==> run_1/flops_by_reg.png <==
Scale: 4 px per µm.
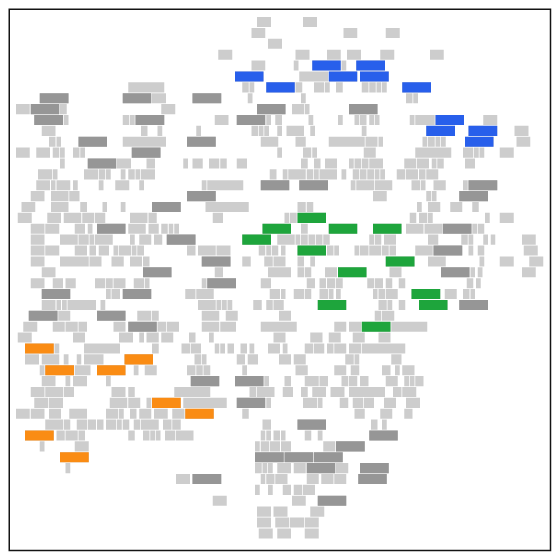
==> run_1/detail.png <==
Window x 89 to 114, y 89 to 114 µm. Cells in grey, sequential cells in the stronger grey; small squares are vias.
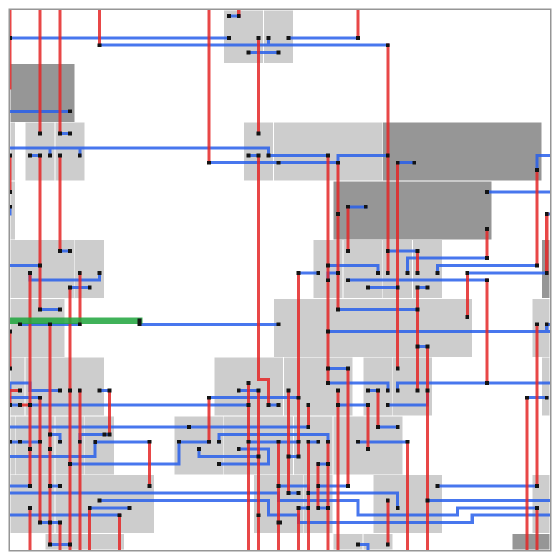
==> run_1/logic_types.png <==
Scale: 2 px per µm.
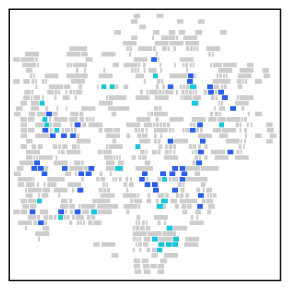
==> run_1/congestion.png <==
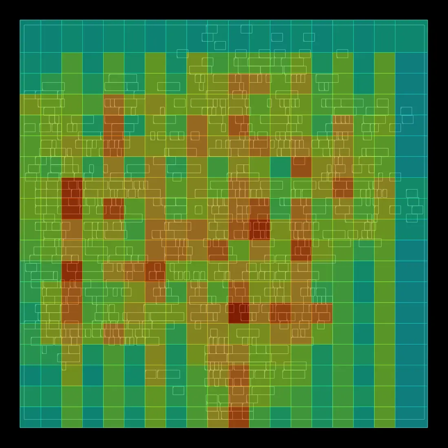
[src/rtl/ram_loader_if.sv]
// Byte-stream handshake and block-RAM port bundle for ram_loader.
// master: the loader (consumes the stream, drives the RAM port); slave: source and RAM side.
interface ram_loader_if #(
  parameter int ADDR_W = 11,
  parameter int DATA_W = 8
);
  logic [DATA_W-1:0] in_data;
  logic              in_valid;
  logic              in_ready;
  logic [ADDR_W-1:0] ram_addr;
  logic [DATA_W-1:0] ram_di;
  logic              ram_we;
  logic              ram_en;
  logic [DATA_W-1:0] ram_do;

  modport master (
    input  in_data, in_valid, ram_do,
    output in_ready, ram_addr, ram_di, ram_we, ram_en
  );

  modport slave (
    output in_data, in_valid, ram_do,
    input  in_ready, ram_addr, ram_di, ram_we, ram_en
  );
endinterface

[src/rtl/ram_loader.sv]
// Streams bytes into consecutive block-RAM addresses from a base, then reads the
// region back and flags a mismatch between the write and read-back checksums.
module ram_loader #(
  parameter int ADDR_W = 11,
  parameter int DATA_W = 8
) (
  input  logic                clk,
  input  logic                rst,
  input  logic                start,
  input  logic [ADDR_W-1:0]   base_addr,
  input  logic [ADDR_W:0]     length,
  ram_loader_if.master        bus,
  output logic                busy,
  output logic                done,
  output logic                error,
  output logic [DATA_W-1:0]   wr_sum
);

  typedef enum logic [1:0] {S_IDLE, S_WRITE, S_VERIFY, S_FLUSH} state_e;

  localparam logic [ADDR_W:0] DEPTH = {1'b1, {ADDR_W{1'b0}}};
  localparam logic [ADDR_W:0] ONE   = {{ADDR_W{1'b0}}, 1'b1};

  state_e            state_q, state_d;
  logic [ADDR_W-1:0] base_q, base_d;
  logic [ADDR_W:0]   len_q, len_d;
  logic [ADDR_W:0]   cnt_q, cnt_d;
  logic [ADDR_W-1:0] addr_q, addr_d;
  logic [DATA_W-1:0] di_q, di_d;
  logic              we_q, we_d;
  logic              en_q, en_d;
  logic [DATA_W-1:0] wr_sum_q, wr_sum_d;
  logic [DATA_W-1:0] rd_sum_q, rd_sum_d;
  logic              rd_pend_q, rd_pend_d;
  logic              rd_vld_q, rd_vld_d;
  logic              err_q, err_d;
  logic              done_q, done_d;

  logic [ADDR_W:0]   len_clamp;
  logic [ADDR_W-1:0] cur_addr;
  logic              last;
  logic              xfer;

  assign len_clamp = (length > DEPTH) ? DEPTH : length;
  assign cur_addr  = base_q + cnt_q[ADDR_W-1:0];
  assign last      = (cnt_q == len_q - ONE);
  assign xfer      = (state_q == S_WRITE) && bus.in_valid;

  always_comb begin
    state_d   = state_q;
    base_d    = base_q;
    len_d     = len_q;
    cnt_d     = cnt_q;
    addr_d    = addr_q;
    di_d      = di_q;
    we_d      = 1'b0;
    en_d      = 1'b0;
    wr_sum_d  = wr_sum_q;
    rd_sum_d  = rd_sum_q;
    rd_pend_d = 1'b0;
    rd_vld_d  = rd_pend_q;
    err_d     = err_q;
    done_d    = 1'b0;

    // Read data returns two edges after the address is registered: pend -> vld -> accumulate.
    if (rd_vld_q) rd_sum_d = rd_sum_q + bus.ram_do;

    unique case (state_q)
      S_IDLE: begin
        if (start) begin
          err_d    = 1'b0;
          wr_sum_d = '0;
          if (len_clamp == '0) begin
            done_d = 1'b1;
          end else begin
            base_d   = base_addr;
            len_d    = len_clamp;
            cnt_d    = '0;
            rd_sum_d = '0;
            state_d  = S_WRITE;
          end
        end
      end
      S_WRITE: begin
        if (xfer) begin
          addr_d   = cur_addr;
          di_d     = bus.in_data;
          we_d     = 1'b1;
          en_d     = 1'b1;
          wr_sum_d = wr_sum_q + bus.in_data;
          if (last) begin
            cnt_d   = '0;
            state_d = S_VERIFY;
          end else begin
            cnt_d = cnt_q + ONE;
          end
        end
      end
      S_VERIFY: begin
        addr_d    = cur_addr;
        en_d      = 1'b1;
        rd_pend_d = 1'b1;
        if (last) begin
          cnt_d   = '0;
          state_d = S_FLUSH;
        end else begin
          cnt_d = cnt_q + ONE;
        end
      end
      S_FLUSH: begin
        if (!rd_pend_q && !rd_vld_q) begin
          err_d   = (rd_sum_q != wr_sum_q);
          done_d  = 1'b1;
          state_d = S_IDLE;
        end
      end
      default: state_d = S_IDLE;
    endcase
  end

  always_ff @(posedge clk) begin
    if (rst) begin
      state_q   <= S_IDLE;
      base_q    <= '0;
      len_q     <= '0;
      cnt_q     <= '0;
      addr_q    <= '0;
      di_q      <= '0;
      we_q      <= 1'b0;
      en_q      <= 1'b0;
      wr_sum_q  <= '0;
      rd_sum_q  <= '0;
      rd_pend_q <= 1'b0;
      rd_vld_q  <= 1'b0;
      err_q     <= 1'b0;
      done_q    <= 1'b0;
    end else begin
      state_q   <= state_d;
      base_q    <= base_d;
      len_q     <= len_d;
      cnt_q     <= cnt_d;
      addr_q    <= addr_d;
      di_q      <= di_d;
      we_q      <= we_d;
      en_q      <= en_d;
      wr_sum_q  <= wr_sum_d;
      rd_sum_q  <= rd_sum_d;
      rd_pend_q <= rd_pend_d;
      rd_vld_q  <= rd_vld_d;
      err_q     <= err_d;
      done_q    <= done_d;
    end
  end

  assign bus.in_ready = (state_q == S_WRITE);
  assign bus.ram_addr = addr_q;
  assign bus.ram_di   = di_q;
  assign bus.ram_we   = we_q;
  assign bus.ram_en   = en_q;
  assign busy         = (state_q != S_IDLE);
  assign done         = done_q;
  assign error        = err_q;
  assign wr_sum       = wr_sum_q;

endmodule
[src/flat_wrapper.sv]
// flat-port wrapper written by rule: the top's interface ports become plain ports
module ram_loader_flat 
#(
  parameter int ADDR_W = 11,
  parameter int DATA_W = 8
)
  (clk, rst, start, base_addr, length, busy, done, error, wr_sum, bus_in_data, bus_in_valid, bus_ram_do, bus_in_ready, bus_ram_addr, bus_ram_di, bus_ram_we, bus_ram_en);
  ram_loader_if #(.ADDR_W(ADDR_W), .DATA_W(DATA_W)) bus_i ();
  input  logic clk;
  input  logic rst;
  input  logic start;
  input  logic [ADDR_W-1:0] base_addr;
  input  logic [ADDR_W:0] length;
  output logic busy;
  output logic done;
  output logic error;
  output logic [DATA_W-1:0] wr_sum;
  input wire logic [$bits(bus_i.in_data)-1:0] bus_in_data;
  input wire logic [$bits(bus_i.in_valid)-1:0] bus_in_valid;
  input wire logic [$bits(bus_i.ram_do)-1:0] bus_ram_do;
  output wire logic [$bits(bus_i.in_ready)-1:0] bus_in_ready;
  output wire logic [$bits(bus_i.ram_addr)-1:0] bus_ram_addr;
  output wire logic [$bits(bus_i.ram_di)-1:0] bus_ram_di;
  output wire logic [$bits(bus_i.ram_we)-1:0] bus_ram_we;
  output wire logic [$bits(bus_i.ram_en)-1:0] bus_ram_en;
  assign bus_i.in_data = bus_in_data;
  assign bus_i.in_valid = bus_in_valid;
  assign bus_i.ram_do = bus_ram_do;
  assign bus_in_ready = bus_i.in_ready;
  assign bus_ram_addr = bus_i.ram_addr;
  assign bus_ram_di = bus_i.ram_di;
  assign bus_ram_we = bus_i.ram_we;
  assign bus_ram_en = bus_i.ram_en;
  ram_loader #(.ADDR_W(ADDR_W), .DATA_W(DATA_W)) u_core (.clk(clk), .rst(rst), .start(start), .base_addr(base_addr), .length(length), .bus(bus_i), .busy(busy), .done(done), .error(error), .wr_sum(wr_sum));
endmodule
[config.mk]
export PLATFORM = sky130hd
export DESIGN_NAME = ram_loader_flat
export DESIGN_NICKNAME = d
export VERILOG_FILES = /design/src/rtl/ram_loader_if.sv /design/src/rtl/ram_loader.sv /design/src/flat_wrapper.sv
export SDC_FILE = /design/constraint.sdc
export NUM_CORES = 1
export LEC_CHECK = 0
export CAP_MARGIN = 30
export CORE_UTILIZATION = 25
export DETAILED_ROUTE_END_ITERATION = 12
export GPL_ROUTABILITY_DRIVEN = 0
export PLACE_DENSITY = 0.49
export SKIP_LAST_GASP = 1
export SLEW_MARGIN = 40
export SYNTH_ARGS = -nofsm -noshare
export SYNTH_HDL_FRONTEND = slang
export SYNTH_SLANG_ARGS = --single-unit
[constraint.sdc]
create_clock -name clk -period 3.7 [get_ports clk]
set_input_delay 0.74 -clock clk [delete_from_list [all_inputs] [get_ports clk]]
set_output_delay 0.74 -clock clk [all_outputs]
set_load 0.02 [all_outputs]
==> results.toml, run 1 <==
# generated from flow reports
[floorplan]
taps = 225
fp.dieArea_um2 = 18200
die_h_um = 135
boundaryPins = 76

[logic_synthesis]
postSynthSeqShare_pct = 35.3
synthFlopType = "sky130_fd_sc_hd__dfxtp_1"
synth.largest_area_cell = "sky130_fd_sc_hd__dfxtp_1"
yosys-top-cells-count = "83 x sky130_fd_sc_hd__nand2_1, 78 x sky130_fd_sc_hd__dfxtp_1, 48 x sky130_fd_sc_hd__a21oi_1, 43 x sky130_fd_sc_hd__nor2_1, 30 x sky130_fd_sc_hd__ha_1"
synth_async_sr_flop_share_pct = 0
post-synth-top-count-cell = "sky130_fd_sc_hd__nand2_1"
flip_flop_and_latch_count_after_synthesis = 78
yosys.area_share.xor_xnor_pct = 9.71
ys_warn_count = 0
adder_share_pct = 9.86
compound_area_share_pct = 17.1
yosys_area_um2 = 4420
netlist_top_cells_area = "sky130_fd_sc_hd__dfxtp_1 35%, sky130_fd_sc_hd__ha_1 8.5%, sky130_fd_sc_hd__nand2_1 7.1%"

[critical_path]
worstSetupStartpointType = "flop"
reg2regPathDepth = 9
crit_cells = 9
critPathSlowestCell = "sky130_fd_sc_hd__or4b_2"
critical_path.max_stage_delay_ns = 0.66
critical_path_peak_fanout = 7
crit_family = "simple AND/OR/NAND/NOR gates"
worst_setup_path_startpoint = "u_core.len_q[0]"
rrSetupSlack_ns = 0.67

[detailed_routing]
drt-initial-drc-count = 173
uppermost_routed_layer = "met4"
routed_via_count_divided_by_cell_count = 4.74
routed_length_per_placed_instance_um = 14.1
dr_wl_met2_um = 5880

[timing]
slew_viol_final = 0
finalCriticalPeriod_ns = 3.03
whs_ns = 0.454
max_slew.worst_pin.slew_ns = 0.724
skew_ns = 0.00910
finalSetupTns_ns = 0
setup_slack_ns = 0.670
setup_violations = 0

[outcome]
outcome = "complete, no violations"

[pwr]
power_frac_seq_pct = 31.7
p_per_area_nw_per_um2 = 566
p_clk_mw = 1.12
irDropWorstVdd_mv = 0.256
power.group.top = "the clock network"
switching_share_pct = 33.9
netSwitchingPower_mw = 1.11

[layout]
antenna_cells_inserted = 0
non_clock_inverter_count = 18
post_route_standard_cell_area_excluding_fillers_um2 = 5780
n_sequential_cell = 78
layout_top_registers = "u_core.cnt_q x12, u_core.len_q x12"
area.growth.synth_to_final_pct = 30.9
fillCellCount = 1801
clkCellAreaFrac_pct = 6.60

[place]
place_worst_setup_slack_ns = 0.493
place_inst = 820
place_hpwl_um = 8940

[min_path]
worstHoldStart = "u_core.bus.ram_di[4]"

[clock_tree]
cts_htree_levels = 3
cts_max_path_buffers = 2
cts_made_buffers = 9

[grt]
met3_usage_pct = 4.73
grt_overflow_total = 0
Back to the opening pictures, flops_by_reg.png:
u_core.cnt_q -> green  # flops 12
u_core.bus.ram_addr -> blue  # flops 11
u_core.rd_sum_q -> orange  # flops 8
not coloured = 47
Seq. pwr: 1.04 mW
storage element area: 1560 µm²

Back to the opening pictures, detail.png:
metal 2 -> red
metal 3 -> green
metal 1 -> blue
netlist names of flops here include = u_core.bus.ram_addr (2)
most frequent = nand2_1 (12), xnor2_1 (4), a21oi_1 (3)
cells with their middle in the window = 33
sequential cells in the window = 2

Back to the opening pictures, logic_types.png:
non-inverting ao/oa cells -> cyan  # cells 25, most used a21o_1
xor and xnor cells -> blue  # cells 49, most used xnor2_1
fraction of standard cell area in multi-input logic: 46.8%
Cell Count, Final, Fillers Out: 836
most frequent logic cell in the layout: sky130_fd_sc_hd__nand2_1

Back to the opening pictures, congestion.png:
final standard cell utilization of the core: 33.4%
GRT busiest layer: met2
met2 capacity usage during global routing: 23.7%
GRT met1 Usage: 15.2%
global-route total usage across every layer: 13.4%

==> run 2, diff against run 1 <==
==> constraint.sdc (replaced) <==
create_clock -name clk -period 2.81 [get_ports clk]
set_input_delay 0.562 -clock clk [delete_from_list [all_inputs] [get_ports clk]]
set_output_delay 0.562 -clock clk [all_outputs]
set_load 0.02 [all_outputs]
==> run_2/layer_met1.png <==
Scale: 2 px per µm.
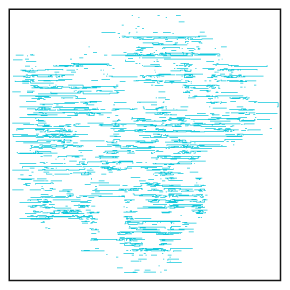
main direction = horizontal
longest straight run = 37.7 µm
routed wire length: 12000 µm
GRT met1 Usage: 15.8%

==> run_2/detail.png <==
Window x 89 to 114, y 89 to 114 µm. Cells in grey, sequential cells in the stronger grey; small squares are vias.
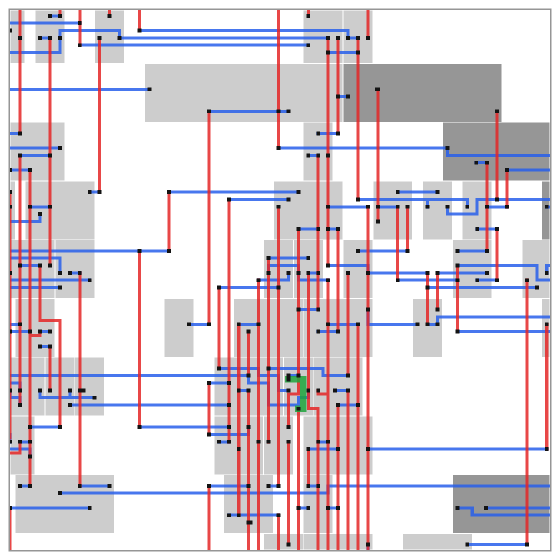
metal 1 -> blue
metal 3 -> green
metal 2 -> red
most frequent = nand2_1 (15), xnor2_1 (4)
sequential cells in the window = 3
netlist names of flops here include = u_core.bus.ram_addr (2), u_core.base_q (1)
cells with their middle in the window = 39

==> run 2 against run 1 <==
Combinational power grew 44%. Critical path type unchanged. Synthesized cell count unchanged. Die size unchanged. Largest cell class unchanged. Global-route usage increased by 0.11 points. Hold slack worse by 0.0049 ns. Setup slack lost 0.55 ns. Count of clock-buffer cells in the layout is 1 lower. Sequential power increased by about 30%. Sequential share of layout area down 0.76 points.
==> results.toml, run 2 <==
# generated from flow reports
[pwr]
netSwitchingPower_mw = 1.49
switching_share_pct = 34.1
power.group.top = "combinational logic"
p_per_area_nw_per_um2 = 735
p_clk_mw = 1.43
power.sequential.total_mw = 1.35
power_frac_seq_pct = 30.9
irDropWorstVdd_mv = 0.313

[critical_path]
critical_path.max_stage_delay_ns = 0.57
crit_cells = 7
crit_family = "simple AND/OR/NAND/NOR gates"
rrSetupSlack_ns = 0.12
critPathSlowestCell = "sky130_fd_sc_hd__or4_4"
worst_setup_path_startpoint = "u_core.len_q[0]"
critical_path_peak_fanout = 7
cp_num_buf_inv = 0
reg2regPathDepth = 7
worstSetupStartpointType = "flop"

[logic_synthesis]
postSynthSeqShare_pct = 35.3
synth.largest_area_cell = "sky130_fd_sc_hd__dfxtp_1"
synthFlopType = "sky130_fd_sc_hd__dfxtp_1"
yosys-top-cells-count = "83 x sky130_fd_sc_hd__nand2_1, 78 x sky130_fd_sc_hd__dfxtp_1, 48 x sky130_fd_sc_hd__a21oi_1, 43 x sky130_fd_sc_hd__nor2_1, 30 x sky130_fd_sc_hd__ha_1"
yosys.area_share.xor_xnor_pct = 9.71
post-synth-top-count-cell = "sky130_fd_sc_hd__nand2_1"
yosys_area_um2 = 4420
adder_share_pct = 9.86
netlist_top_cells_area = "sky130_fd_sc_hd__dfxtp_1 35%, sky130_fd_sc_hd__ha_1 8.5%, sky130_fd_sc_hd__nand2_1 7.1%"
synth_async_sr_flop_share_pct = 0
compound_area_share_pct = 17.1
ys_warn_count = 0

[outcome]
outcome = "complete, no violations"

[clock_tree]
cts_made_buffers = 9
root_buffer = "sky130_fd_sc_hd__clkbuf_16"
cts_htree_levels = 3
cts_max_path_buffers = 2

[layout]
n_sequential_cell = 78
instances_no_fill = 853
final_cell_mix = "82 x sky130_fd_sc_hd__nand2_1, 76 x sky130_fd_sc_hd__dfxtp_1, 74 x sky130_fd_sc_hd__clkdlybuf4s50_1"
lay_top_count = "sky130_fd_sc_hd__nand2_1"
clkCellAreaFrac_pct = 6.09
area.growth.synth_to_final_pct = 34.9
fillCellCount = 1829
number_of_nets_at_the_end_of_the_flow = 699
antenna_cells_inserted = 0
logic_area_um2 = 2760
non_clock_inverter_count = 18
comb-cell-share_pct = 46.3
post_route_standard_cell_area_excluding_fillers_um2 = 5960
layout_top_registers = "u_core.cnt_q x12, u_core.len_q x12"
final_core_util_pct = 34.5
flop_area_um2 = 1560

[min_path]
worstHoldStart = "u_core.bus.ram_addr[0]"
worst_hold_path.endpoint = "u_core.bus.ram_addr[0]"

[floorplan]
taps = 225
floorplanUtilization_pct = 25.5
fp.dieArea_um2 = 18200
boundaryPins = 76
die_h_um = 135
die_outline_width_um = 135

[detailed_routing]
drt-initial-drc-count = 126
routed_length_per_placed_instance_um = 14.1
dr_wl_met2_um = 5970
uppermost_routed_layer = "met4"
routed_via_count_divided_by_cell_count = 4.69

[grt]
met3_usage_pct = 4.28
grtUsageTotal_pct = 13.6
maximum_number_of_pins_on_one_net_before_global_route_repair = 56
grt_overflow_total = 0
grt_first_pass_wirelength_um = 19500
gr-usage-met2_pct = 24.0
global_route.peak_usage_layer = "met2"

[place]
detailed_place.area_um2 = 5540
place_inst = 836
place_worst_setup_slack_ns = -0.166
place_hpwl_um = 9190

[timing]
finalCriticalPeriod_ns = 2.69
finalSetupTns_ns = 0
skew_ns = 0.00856
setup_violations = 0
hold_violations = 0
max_slew.worst_pin.slew_ns = 0.689
setup_slack_ns = 0.115
whs_ns = 0.449
==> run 3, diff against run 2 <==
--- a/config.mk
+++ b/config.mk
@@ -5,11 +5,11 @@
 export SDC_FILE = /design/constraint.sdc
 export NUM_CORES = 1
 export LEC_CHECK = 0
-export CAP_MARGIN = 30
-export CORE_UTILIZATION = 25
+export CAP_MARGIN = 20
+export CORE_UTILIZATION = 43
 export DETAILED_ROUTE_END_ITERATION = 12
 export GPL_ROUTABILITY_DRIVEN = 0
-export PLACE_DENSITY = 0.49
+export PLACE_DENSITY = 0.72
 export SKIP_LAST_GASP = 1
 export SLEW_MARGIN = 40
 export SYNTH_ARGS = -nofsm -noshare
==> run_3/congestion.png <==
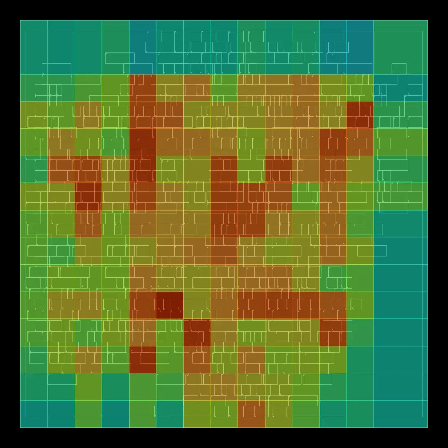
GRT met1 Usage: 26.4%
routed length per placed instance: 14.4 µm
global-route total usage across every layer: 21.8%
met2 capacity usage during global routing: 39.2%
final standard cell utilization of the core: 57.0%

==> run_3/logic_types.png <==
Scale: 3 px per µm.
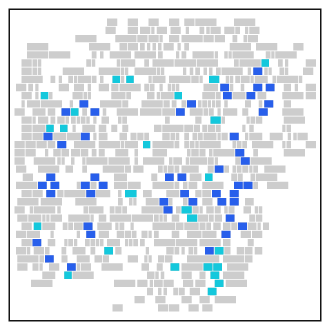
xor and xnor cells -> blue  # cells 49, most used xnor2_1
non-inverting ao/oa cells -> cyan  # cells 25, most used a21o_1
Cell Count, Final, Fillers Out: 758
fraction of standard cell area in multi-input logic: 48.6%

==> run 3 against run 2 <==
Non-clock buffer count shrank 3. Sequential power is essentially flat. Combinational power decreased by 4%. Hold slack improved by 0.0034 ns. Register-to-register slack about the same. Synthesized cell count unchanged. Sequential cell count is the same. First-iteration DRC count up 25%. Die size down 41%. Clock power down about 40%. Count of clock-buffer cells in the layout up 1. Global-route usage grew 8.3 points. Critical path type unchanged. Largest cell class unchanged. Largest power group unchanged.
==> results.toml, run 3 <==
# generated from flow reports
[timing]
max_slew.worst_pin.slew_ns = 0.698
setup_violations = 0
skew_ns = 0.00764
setup_slack_ns = 0.128

[pwr]
power.group.top = "combinational logic"
netSwitchingPower_mw = 1.43
irDropWorstVdd_mv = 0.290
p_clk_mw = 0.865
power_frac_seq_pct = 36.2

[logic_synthesis]
yosys-top-cells-count = "83 x sky130_fd_sc_hd__nand2_1, 78 x sky130_fd_sc_hd__dfxtp_1, 48 x sky130_fd_sc_hd__a21oi_1, 43 x sky130_fd_sc_hd__nor2_1, 30 x sky130_fd_sc_hd__ha_1"
yosys_area_um2 = 4420
netlist_top_cells_area = "sky130_fd_sc_hd__dfxtp_1 35%, sky130_fd_sc_hd__ha_1 8.5%, sky130_fd_sc_hd__nand2_1 7.1%"
compound_area_share_pct = 17.1

[critical_path]
crit_cells = 7
worst_setup_path_startpoint = "u_core.len_q[0]"
worstSetupStartpointType = "flop"
critPathSlowestCell = "sky130_fd_sc_hd__or4_1"
critical_path.max_stage_delay_ns = 0.60

[layout]
n_sequential_cell = 78
area.growth.synth_to_final_pct = 27.2
antenna_cells_inserted = 0
clkCellAreaFrac_pct = 3.56
number_of_nets_at_the_end_of_the_flow = 696
non_clock_inverter_count = 18
final_cell_mix = "82 x sky130_fd_sc_hd__nand2_1, 77 x sky130_fd_sc_hd__dfxtp_1, 74 x sky130_fd_sc_hd__clkdlybuf4s50_1"
fillCellCount = 883

[detailed_routing]
drt-initial-drc-count = 158
routed_via_count_divided_by_cell_count = 5.31

[floorplan]
boundaryPins = 76
floorplanUtilization_pct = 44.8
taps = 133
fp.dieArea_um2 = 10700
die_h_um = 103

[grt]
grt_first_pass_wirelength_um = 18200
global_route.peak_usage_layer = "met2"
maximum_number_of_pins_on_one_net_before_global_route_repair = 39
grt_overflow_total = 0
met3_usage_pct = 4.57

[clock_tree]
cts_max_path_buffers = 2
root_buffer = "sky130_fd_sc_hd__clkbuf_8"
cts_made_buffers = 9

[min_path]
worstHoldStart = "u_core.bus.ram_addr[3]"

[place]
place_worst_setup_slack_ns = -0.101

[outcome]
outcome = "complete, no violations"
Power and IR drop assume default switching activity.
